### config.mk
export PLATFORM = sky130hd
export DESIGN_NAME = joypad_poller
export DESIGN_NICKNAME = d
export VERILOG_FILES = /design/src/rtl/joypad_poller_pkg.sv /design/src/rtl/joypad_poller_sync2.sv /design/src/rtl/joypad_poller.sv
export SDC_FILE = /design/constraint.sdc
export NUM_CORES = 1
export LEC_CHECK = 0
export CORE_ASPECT_RATIO = 0.75
export CORE_MARGIN = 2
export CORE_UTILIZATION = 45
export CTS_CLUSTER_DIAMETER = 120
export DETAILED_ROUTE_END_ITERATION = 16
export PLACE_DENSITY = 0.61
export RECOVER_POWER = 100
export SYNTH_ARGS = -nofsm -noshare
export SYNTH_HDL_FRONTEND = slang
export SYNTH_SLANG_ARGS = --single-unit
### constraint.sdc
create_clock -name clk -period 2.1 [get_ports clk]
set_input_delay 0.315 -clock clk [delete_from_list [all_inputs] [get_ports clk]]
set_output_delay 0.315 -clock clk [all_outputs]
set_load 0.01 [all_outputs]
### src/rtl/joypad_poller_pkg.sv
// Shared definitions for the game pad poller.
//   state_e : scan state machine encodings
//   BTN_*   : bit positions of each button in the published snapshot
package joypad_poller_pkg;

  typedef enum logic [2:0] {
    ST_IDLE    = 3'd0,
    ST_LATCH   = 3'd1,
    ST_WAIT    = 3'd2,
    ST_CLK_LO  = 3'd3,
    ST_PUBLISH = 3'd4
  } state_e;

  localparam int unsigned BTN_A      = 0;
  localparam int unsigned BTN_B      = 1;
  localparam int unsigned BTN_SELECT = 2;
  localparam int unsigned BTN_START  = 3;
  localparam int unsigned BTN_UP     = 4;
  localparam int unsigned BTN_DOWN   = 5;
  localparam int unsigned BTN_LEFT   = 6;
  localparam int unsigned BTN_RIGHT  = 7;

endpackage

### src/rtl/joypad_poller_sync2.sv
// Generic two-flop synchroniser for a single asynchronous pin input.
//   clk_i   : destination clock
//   rst_ni  : asynchronous active-low reset; both flops load RST_VAL
//   d_i     : asynchronous input
//   q_o     : synchronised output (2 cycles latency)
module sync2 #(
  parameter logic RST_VAL = 1'b1
) (
  input  logic clk_i,
  input  logic rst_ni,
  input  logic d_i,
  output logic q_o
);

  logic [1:0] sync_q;

  always_ff @(posedge clk_i or negedge rst_ni) begin
    if (!rst_ni) begin
      sync_q <= {2{RST_VAL}};
    end else begin
      sync_q <= {sync_q[0], d_i};
    end
  end

  assign q_o = sync_q[1];

endmodule

### src/rtl/joypad_poller.sv
// Scans a 4021-style serial game pad and publishes an active-high button
// snapshot.
//   clk           : system clock
//   rst           : asynchronous active-low reset
//   pad_data      : serial data from the pad (async, low = pressed)
//   poll_now      : request a scan (each high cycle is a request)
//   hold          : defer publishing while high
//   pad_latch     : parallel-load strobe to the pad
//   pad_clk       : shift clock to the pad (idles high)
//   buttons       : last published snapshot, 1 = pressed, bit 0 = A
//   buttons_valid : high in the cycle the snapshot is committed
module joypad_poller
  import joypad_poller_pkg::*;
#(
  parameter int unsigned CLK_DIV     = 300,
  parameter int unsigned POLL_CYCLES = 833333
) (
  input  logic       clk,
  input  logic       rst,
  input  logic       pad_data,
  input  logic       poll_now,
  input  logic       hold,
  output logic       pad_latch,
  output logic       pad_clk,
  output logic [7:0] buttons,
  output logic       buttons_valid
);

  localparam int unsigned PH_W  = $clog2(2 * CLK_DIV);
  localparam int unsigned TMR_W = $clog2(POLL_CYCLES);

  localparam logic [PH_W-1:0]  PH_LATCH_LAST = PH_W'(2 * CLK_DIV - 1);
  localparam logic [PH_W-1:0]  PH_HALF_LAST  = PH_W'(CLK_DIV - 1);
  localparam logic [TMR_W-1:0] TMR_LAST      = TMR_W'(POLL_CYCLES - 1);

  state_e           state_q, state_d;
  logic [PH_W-1:0]  phase_q, phase_d;
  logic [2:0]       bit_q, bit_d;
  logic [7:0]       shift_q, shift_d;
  logic [7:0]       buttons_q, buttons_d;
  logic [TMR_W-1:0] timer_q, timer_d;
  logic             pending_q, pending_d;
  logic             timer_tc;
  logic             enter_latch;
  logic             pad_sync;

  sync2 #(
    .RST_VAL(1'b1)
  ) u_sync (
    .clk_i  (clk),
    .rst_ni (rst),
    .d_i    (pad_data),
    .q_o    (pad_sync)
  );

  assign timer_tc = (timer_q == TMR_LAST);
  assign timer_d  = timer_tc ? '0 : timer_q + TMR_W'(1);

  // Requests seen while a scan is running stay latched, so any number of
  // them collapse into one follow-up scan.
  assign pending_d = (pending_q & ~enter_latch) | poll_now | timer_tc;

  always_comb begin
    state_d       = state_q;
    phase_d       = phase_q + PH_W'(1);
    bit_d         = bit_q;
    shift_d       = shift_q;
    buttons_d     = buttons_q;
    buttons_valid = 1'b0;
    pad_latch     = 1'b0;
    pad_clk       = 1'b1;
    enter_latch   = 1'b0;

    unique case (state_q)
      ST_IDLE: begin
        phase_d = '0;
        bit_d   = '0;
        if (pending_q) begin
          state_d     = ST_LATCH;
          enter_latch = 1'b1;
        end
      end
      ST_LATCH: begin
        pad_latch = 1'b1;
        if (phase_q == PH_LATCH_LAST) begin
          state_d = ST_WAIT;
          phase_d = '0;
        end
      end
      ST_WAIT: begin
        if (phase_q == PH_HALF_LAST) begin
          shift_d[bit_q] = pad_sync;
          phase_d        = '0;
          state_d        = (bit_q == 3'd7) ? ST_PUBLISH : ST_CLK_LO;
        end
      end
      ST_CLK_LO: begin
        pad_clk = 1'b0;
        if (phase_q == PH_HALF_LAST) begin
          bit_d   = bit_q + 3'd1;
          phase_d = '0;
          state_d = ST_WAIT;
        end
      end
      ST_PUBLISH: begin
        phase_d = '0;
        if (!hold) begin
          buttons_d     = ~shift_q;
          buttons_valid = 1'b1;
          state_d       = ST_IDLE;
        end
      end
      default: begin
        phase_d = '0;
        state_d = ST_IDLE;
      end
    endcase
  end

  always_ff @(posedge clk or negedge rst) begin
    if (!rst) begin
      state_q   <= ST_IDLE;
      phase_q   <= '0;
      bit_q     <= '0;
      shift_q   <= '1;
      buttons_q <= '0;
      timer_q   <= '0;
      pending_q <= 1'b0;
    end else begin
      state_q   <= state_d;
      phase_q   <= phase_d;
      bit_q     <= bit_d;
      shift_q   <= shift_d;
      buttons_q <= buttons_d;
      timer_q   <= timer_d;
      pending_q <= pending_d;
    end
  end

  assign buttons = buttons_q;

endmodule

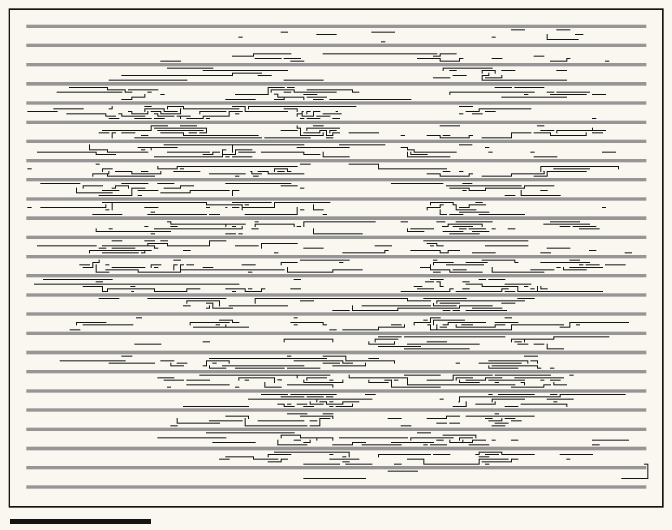
Fig. 1. Metal 1 (run 1).
The bar under the picture is 20 um long. Supply wires on this layer in gray.
main direction = horizontal
longest straight run = 29.0 um
wire length on this layer = 2,540 um
share of all routed wire = 52%
grt met1 use: 24.26%
routed vias: 1,893

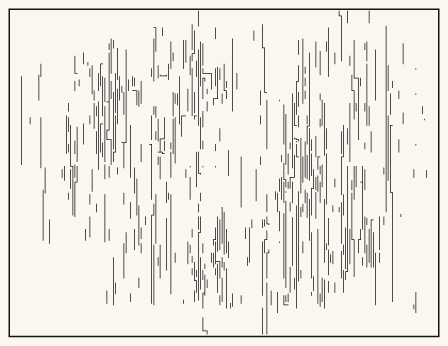
Fig. 2. The metal 2 layer (run 1).
wire length on this layer = 2,140 um
nets with wire on the layer = 237
main direction = vertical

==> results.cfg, run 1 <==
; physical design summary
[finish]
comb_area_um2 = 1171
inv_count = 11
buf_share_pct = 8.293
diodes = 0
sh_seq_area_pct = 44.94
clockNetworkAreaShare_pct = 4.409
comb_share_pct = 37.86
register_area_um2 = 1390
area_delta_synth_final_pct = 17.27
multi_input_comb_cells = 179
seq_cells = 55
buffers = 30

[power_and_ir_drop]
clkPwrFrac_pct = 35.6
p_comb_mw = 0.229
p_comb_share_pct = 10.0
p_leak_nw = 1.252
switching_share_pct = 24.60
internal-power_mw = 1.736

[critical_path]
crit_type = flip-flop to primary output
critical_path.n_buffers_inverters = 1
timing.rr.start = phase_q[0]$_DFF_PN0_
critPathCapture = pad_latch
crit_path_end_kind = primary output
crit_required_ns = 1.78
r2r_end = phase_q[6]$_DFF_PN0_
critPathMaxStageDelay_ns = 0.55
r2r_cells = 6
start_kind = flip-flop
critPathSlowestCell = clkdlybuf4s50_1

[clock_network]
clockBufferDepth = 2
cts_max_level = 2
tritoncts = built
cts_buffers = 5
cts_num_sinks = 55
clk_latency_ns = 0.31
postCtsSetupBuffers = 0
cts_resized = 1
clk_pin_slew_ns = 0.11

[drt]
wl_met1_mm = 2.539
topRoutingLayerUsed = met4
first_pass_iters = 4
wl_per_cell_um = 13.47
ant_nets = 0
drtIter0Drc = 89
route.met3.wl_um = 120
wl_met2_mm = 2.143
wl_mm = 4.861

[yosys]
syn_inst = 252
aoi_share_pct = 5.977
synth_adder_area_share_pct = 2.372
ys_top_logic_family = simple AND/OR/NAND/NOR gates
synth-edff-count = 0
ys_seq_share_pct = 52.66
avgSynthCellArea_um2 = 10.47
simple_gate_share_pct = 24.15
yosysMostFrequentCell = dfrtp_1
ys_chip_area_um2 = 2638
synth_area_um2 = 2638
synth_flop_count = 55
synth-main-ff-cell = dfrtp_1
ys_sh_mux_pct = 4.175
fp_nets = 262
ys_sh_xor_pct = 7.970
top_area_share_pct = 42.69
top_cells_by_area = dfrtp_1 43%, dfstp_2 10%, xnor2_1 5.0%

[global_route]
grtUsageTotal_pct = 17.10
antenna_found_initial = 0
grt_busiest_layer = met2
global_route.usage.met2_pct = 26.36
grt_first_pass_wirelength_mm = 8.887
grt_use_met3_pct = 3.452
grt_pass1_vias = 1928
grt_max_degree = 56
grt_overflow = 0

[timing]
drv_slew = 0
fin_crit_ns = 1.992
fin_tns_setup_ns = 0
worst_slew_pin_slew_ns = 1.214
fin_ws_ns = 0.1085
finalClockPeriodUsage_pct = 94.83

[job]
drv_cap = 0
warning_count = 27

[placed_design]
io_buffers = 15
routabilityCongestion = 0.8137

[floorplanning]
fp.coreArea_um2 = 5736
nWellTaps = 78
fp_util_pct = 45.99

[run_status]
status = completed

[hold_path]
whs_path_depth = 0
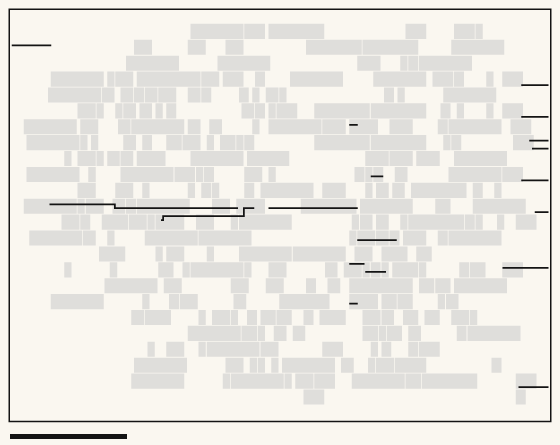
Fig. 3. Met3 routing (run 1).
The bar under the picture is 20 um long. Cells faint in the background.
nets with wire on the layer = 14
longest straight run = 20.9 um

[run 1: flip-flops by register name, indices dropped and copies added, names as in the netlist]
signal	flops
shift_q	8
pending_q	1
u_sync.sync_q	2
buttons	8
state_q	3
phase_q	10
timer_q	20
bit_q	3
[run 1: per-stage QoR]
stage	total power, mW	cell area, um2	hold WS, ns	std cells
2_1_floorplan	1.403	2638	0.01941	252
3_5_place_dp	1.516	2980	0.3367	352
5_1_grt	2.426	3093	0.3651	361
3_3_place_gp	1.508	2980	0.3357	352
6_report	2.302	3093	0.3599	361
4_1_cts	2.352	3128	0.3626	361
[run 1: worst reg2reg max path, delay by kind of cell, from the launching register on]
kind,cells,cell delay [ns]
AND/OR/NAND/NOR,3,0.75
adder cells (fa/ha/maj),1,0.25
flip-flops,1,0.39
AND-OR/OR-AND,1,0.21
buffers and inverters,1,0.25
Fig. 4: run 1, clock wiring as the flow saved it
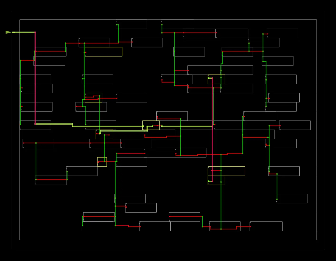

--- run 2 (diff from run 1) ---
CTS_BUF_LIST = sky130_fd_sc_hd__clkbuf_4 sky130_fd_sc_hd__clkbuf_8   (was unset)
SLEW_MARGIN = 20   (was unset)
clock period = 2.4 ns   (was 2.1 ns; I/O delays follow)
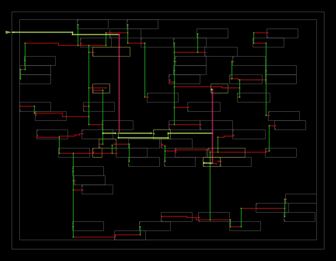
Fig. 5. Clock wiring as the flow saved it (run 2).
clock buf count: 5
flop count: 55
clk latency late pin: 0.31 ns
clock network power: 0.718 mW

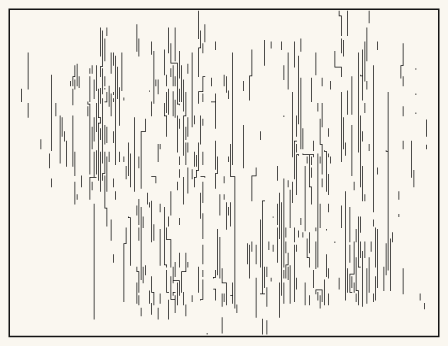
Fig. 6. The metal 2 layer (run 2).
routed vias: 1,869
final WL: 4.692 mm

==> results.cfg, run 2 <==
; physical design summary
[yosys]
top_cells_by_area = dfrtp_1 43%, dfstp_2 10%, xnor2_1 5.0%
synth_adder_area_share_pct = 2.372
syn_inst = 252
avgSynthCellArea_um2 = 10.47
ys_top_logic_family = simple AND/OR/NAND/NOR gates
ys_chip_area_um2 = 2638
synth_flop_count = 55
ys_sh_mux_pct = 4.175
ys_seq_share_pct = 52.66
aoi_share_pct = 5.977
ys_sh_xor_pct = 7.970
yosysMostFrequentCell = dfrtp_1
synth_area_um2 = 2638
synth-edff-count = 0
synth-main-ff-cell = dfrtp_1

[finish]
multi_input_comb_cells = 179
comb_area_um2 = 1162
clockNetworkAreaShare_pct = 4.559
inv_count = 11
buf_share_pct = 5.479
largest_reg_flops = 20
fin_area_um2 = 2992
sh_seq_area_pct = 46.47
largest-register = timer_q
area_delta_synth_final_pct = 13.43
register_area_um2 = 1390

[critical_path]
crit_required_ns = 2.04
critPathSlowestCell = dfrtp_1
critPathMaxStageDelay_ns = 0.53
critical_path.n_buffers_inverters = 2
timing.rr.start = phase_q[0]$_DFF_PN0_
crit_type = flip-flop to primary output
critPathCapture = pad_clk

[drt]
wl_met2_mm = 2.078
wl_met1_mm = 2.401
first_pass_iters = 4
ant_nets = 0
topRoutingLayerUsed = met4
route.met3.wl_um = 160

[clock_network]
cts_max_level = 2
tritoncts = built
cts_buffers = 5
clk_pin_slew_ns = 0.10
cts_num_sinks = 55
postCtsSetupBuffers = 0

[placed_design]
routabilityCongestion = 0.7808
io_buffers = 15

[timing]
finalClockPeriodUsage_pct = 95.17
worst_slew_pin_slew_ns = 1.328
fin_tns_setup_ns = 0
fin_crit_ns = 2.284
hold_ws_ns = 0.3194

[global_route]
grt_overflow = 0
met1_usage_pct = 25.23
grt_busiest_layer = met1
grt_use_met3_pct = 3.560
grtUsageTotal_pct = 16.88
antenna_found_initial = 0
grt_first_pass_wirelength_mm = 8.687
grt_max_degree = 31
global_route.usage.met2_pct = 24.74

[power_and_ir_drop]
total_power_mw = 2.013

[run_status]
status = completed

[floorplanning]
nWellTaps = 78
fp.coreArea_um2 = 5736
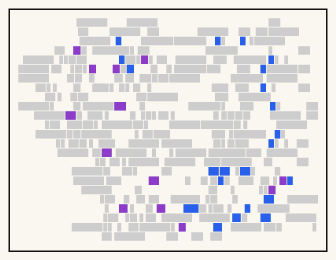
Fig. 7. Selected gate families (run 2).
blue -> aoi and oai cells  # cells 22
purple -> and/or cells  # cells 13
non-filler cells, final: 350
logic share of the area: 38.85%
Commonest Layout Cell: dfrtp_1

## run 2: netlist changes by cell type in the layout (fill, tap and decap cells not counted), sizes merged
| cell | change |
|---|---|
| buf | -10 |
| clkdlybuf4s50 | -1 |
## run 2: timing repair
item	in CTS	in global routing
setup endpoints to repair	0	2
gates resized	0	1
hold buffers	0	0
## run 2: where the power goes
| group | switching (mW) | internal, mW | leakage [nW] |
|---|---|---|---|
| Clock | 0.302 | 0.416 | 0.0644 |
| Sequential | 0.0958 | 1.00 | 0.674 |
| Combinational | 0.0971 | 0.0999 | 0.460 |
## run 2: kinds of logic after synthesis
logic type,count (synthesis)
and+or+nand+nor,117
DFF,55
xor gates and xnor gates,24
AOI/OAI and AO/OA,23
buffers and inverters,18
muxes,10
adders and majority gates,5
Fig. 8: run 2, met3 routing
The bar under the picture is 20 um long. Cells faint in the background.
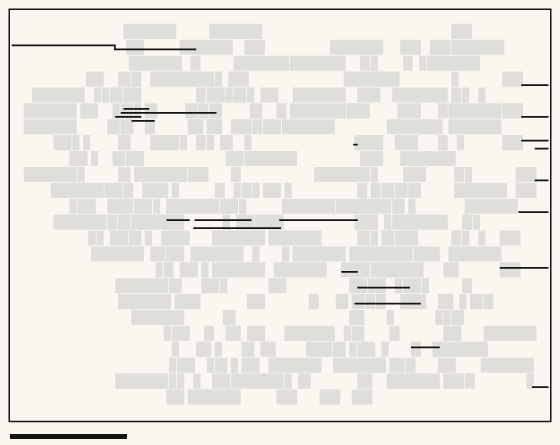

--- run 3 (diff from run 2) ---
ABC_AREA = 1   (was unset)
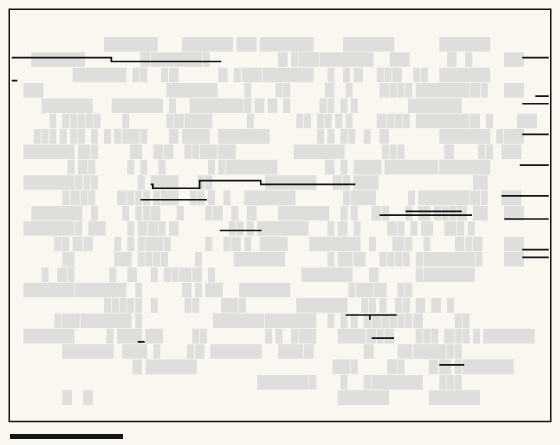
Fig. 9. Met3 routing (run 3).
The bar under the picture is 20 um long. Cells faint in the background.
main direction = horizontal
longest straight run = 19.3 um
nets with wire on the layer = 19
share of all routed wire = 3.5%
wire length on this layer = 184 um
final WL: 5.313 mm
M3 GR Usage: 4.029%
routed vias: 2,219

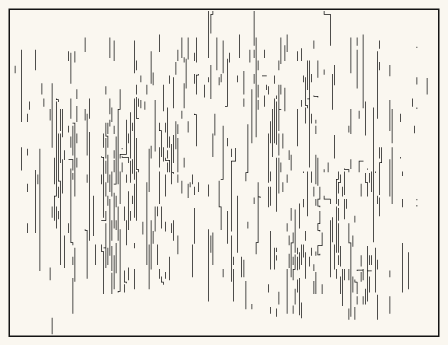
Fig. 10. The metal 2 layer (run 3).
M2 GR Usage: 25.02%

==> results.cfg, run 3 <==
; physical design summary
[power_and_ir_drop]
switchingPower_mw = 0.3244
p_comb_share_pct = 1.5
pg_clk_mw = 0.553
pwr-share-seq_pct = 61.8
top_power_group = registers
p_leak_nw = 1.543
clkPwrFrac_pct = 36.6
switching_share_pct = 21.51
p_comb_mw = 0.0233

[finish]
multi_input_comb_cells = 263
largest-register = timer_q
clockNetworkAreaShare_pct = 3.159
comb_share_pct = 39.02
largest_reg_flops = 20
buffers = 17
buf_share_pct = 4.918
diodes = 0
seq_cells = 55
register_area_um2 = 1389
comb_area_um2 = 1221
sh_seq_area_pct = 44.38
layout_top_cell = nand2_1
inv_count = 45

[job]
warning_count = 27
drv_cap = 0

[drt]
topRoutingLayerUsed = met4
wl_met2_mm = 2.162
first_pass_iters = 4
wl_met1_mm = 2.937

[yosys]
avgSynthCellArea_um2 = 7.736
ys_chip_area_um2 = 2831
synth_flop_count = 55
ys_seq_share_pct = 49.05
synth-main-ff-cell = dfrtp_1
top_cells_by_area = dfrtp_1 40%, nand2_1 14%, dfstp_2 9.3%
fp_nets = 376
yosysMostFrequentCell = nand2_1
syn_inst = 366

[timing]
hold_ws_ns = 0.3602
fin_tns_setup_ns = 0
fin_ws_ns = 0.3394
drv_slew = 0

[critical_path]
crit_path_end_kind = primary output
crit_required_ns = 2.04
critPathCapture = buttons_valid
timing.rr.start = phase_q[0]$_DFF_PN0_
crit_type = flip-flop to primary output
start_kind = flip-flop
r2r_end = shift_q[6]$_DFFE_PN1P_

[floorplanning]
fp.coreArea_um2 = 5946
fp_util_pct = 47.62
nWellTaps = 78

[global_route]
met1_usage_pct = 26.25
grt_pass1_vias = 2038
grt_max_degree = 56
grt_overflow = 0
grt_busiest_layer = met1
grtUsageTotal_pct = 17.37

[clock_network]
clk_latency_ns = 0.31
cts_buffers = 5
tritoncts = built
cts_resized = 0
cts_max_level = 2
clockBufferDepth = 2

[placed_design]
io_buffers = 15
routabilityCongestion = 0.8698

[run_status]
status = completed
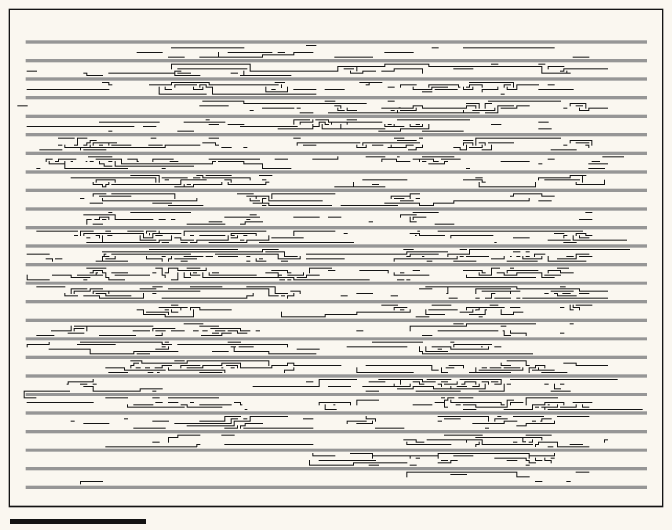
Fig. 11. Metal 1 (run 3).
The bar under the picture is 20 um long. Supply wires on this layer in gray.
wire length on this layer = 2,940 um
longest straight run = 23.5 um
nets with wire on the layer = 356

-- run 3: netlist changes by cell type after synthesis, sizes merged, moves of 7 or more --
cell   previous run  this run
mux2              8         0
o21ai             9        16
inv              11        45
nor4             10         0
nor2             29        64
nand2            21       108
xnor2            15         4
nand3            13        33
-- run 3: worst max-delay path, stage by stage (launching register included) --
cell and delay, ns:
dfrtp_1 0.43, nor2_1 0.23, nand3b_1 0.13, inv_1 0.07
clkdlybuf4s50_1 0.52
-- run 3: logic make-up after synthesis --
logic type      after synthesis  share of synthesized area (%)
buf+inv                      48                          6.672
simple gates                224                          34.20
fa+ha+maj                     5                          2.209
flops                        55                          49.05
xor+xnor                     13                          4.021
compound gates               21                          3.845
Power is estimated from default activity; no workload was simulated.
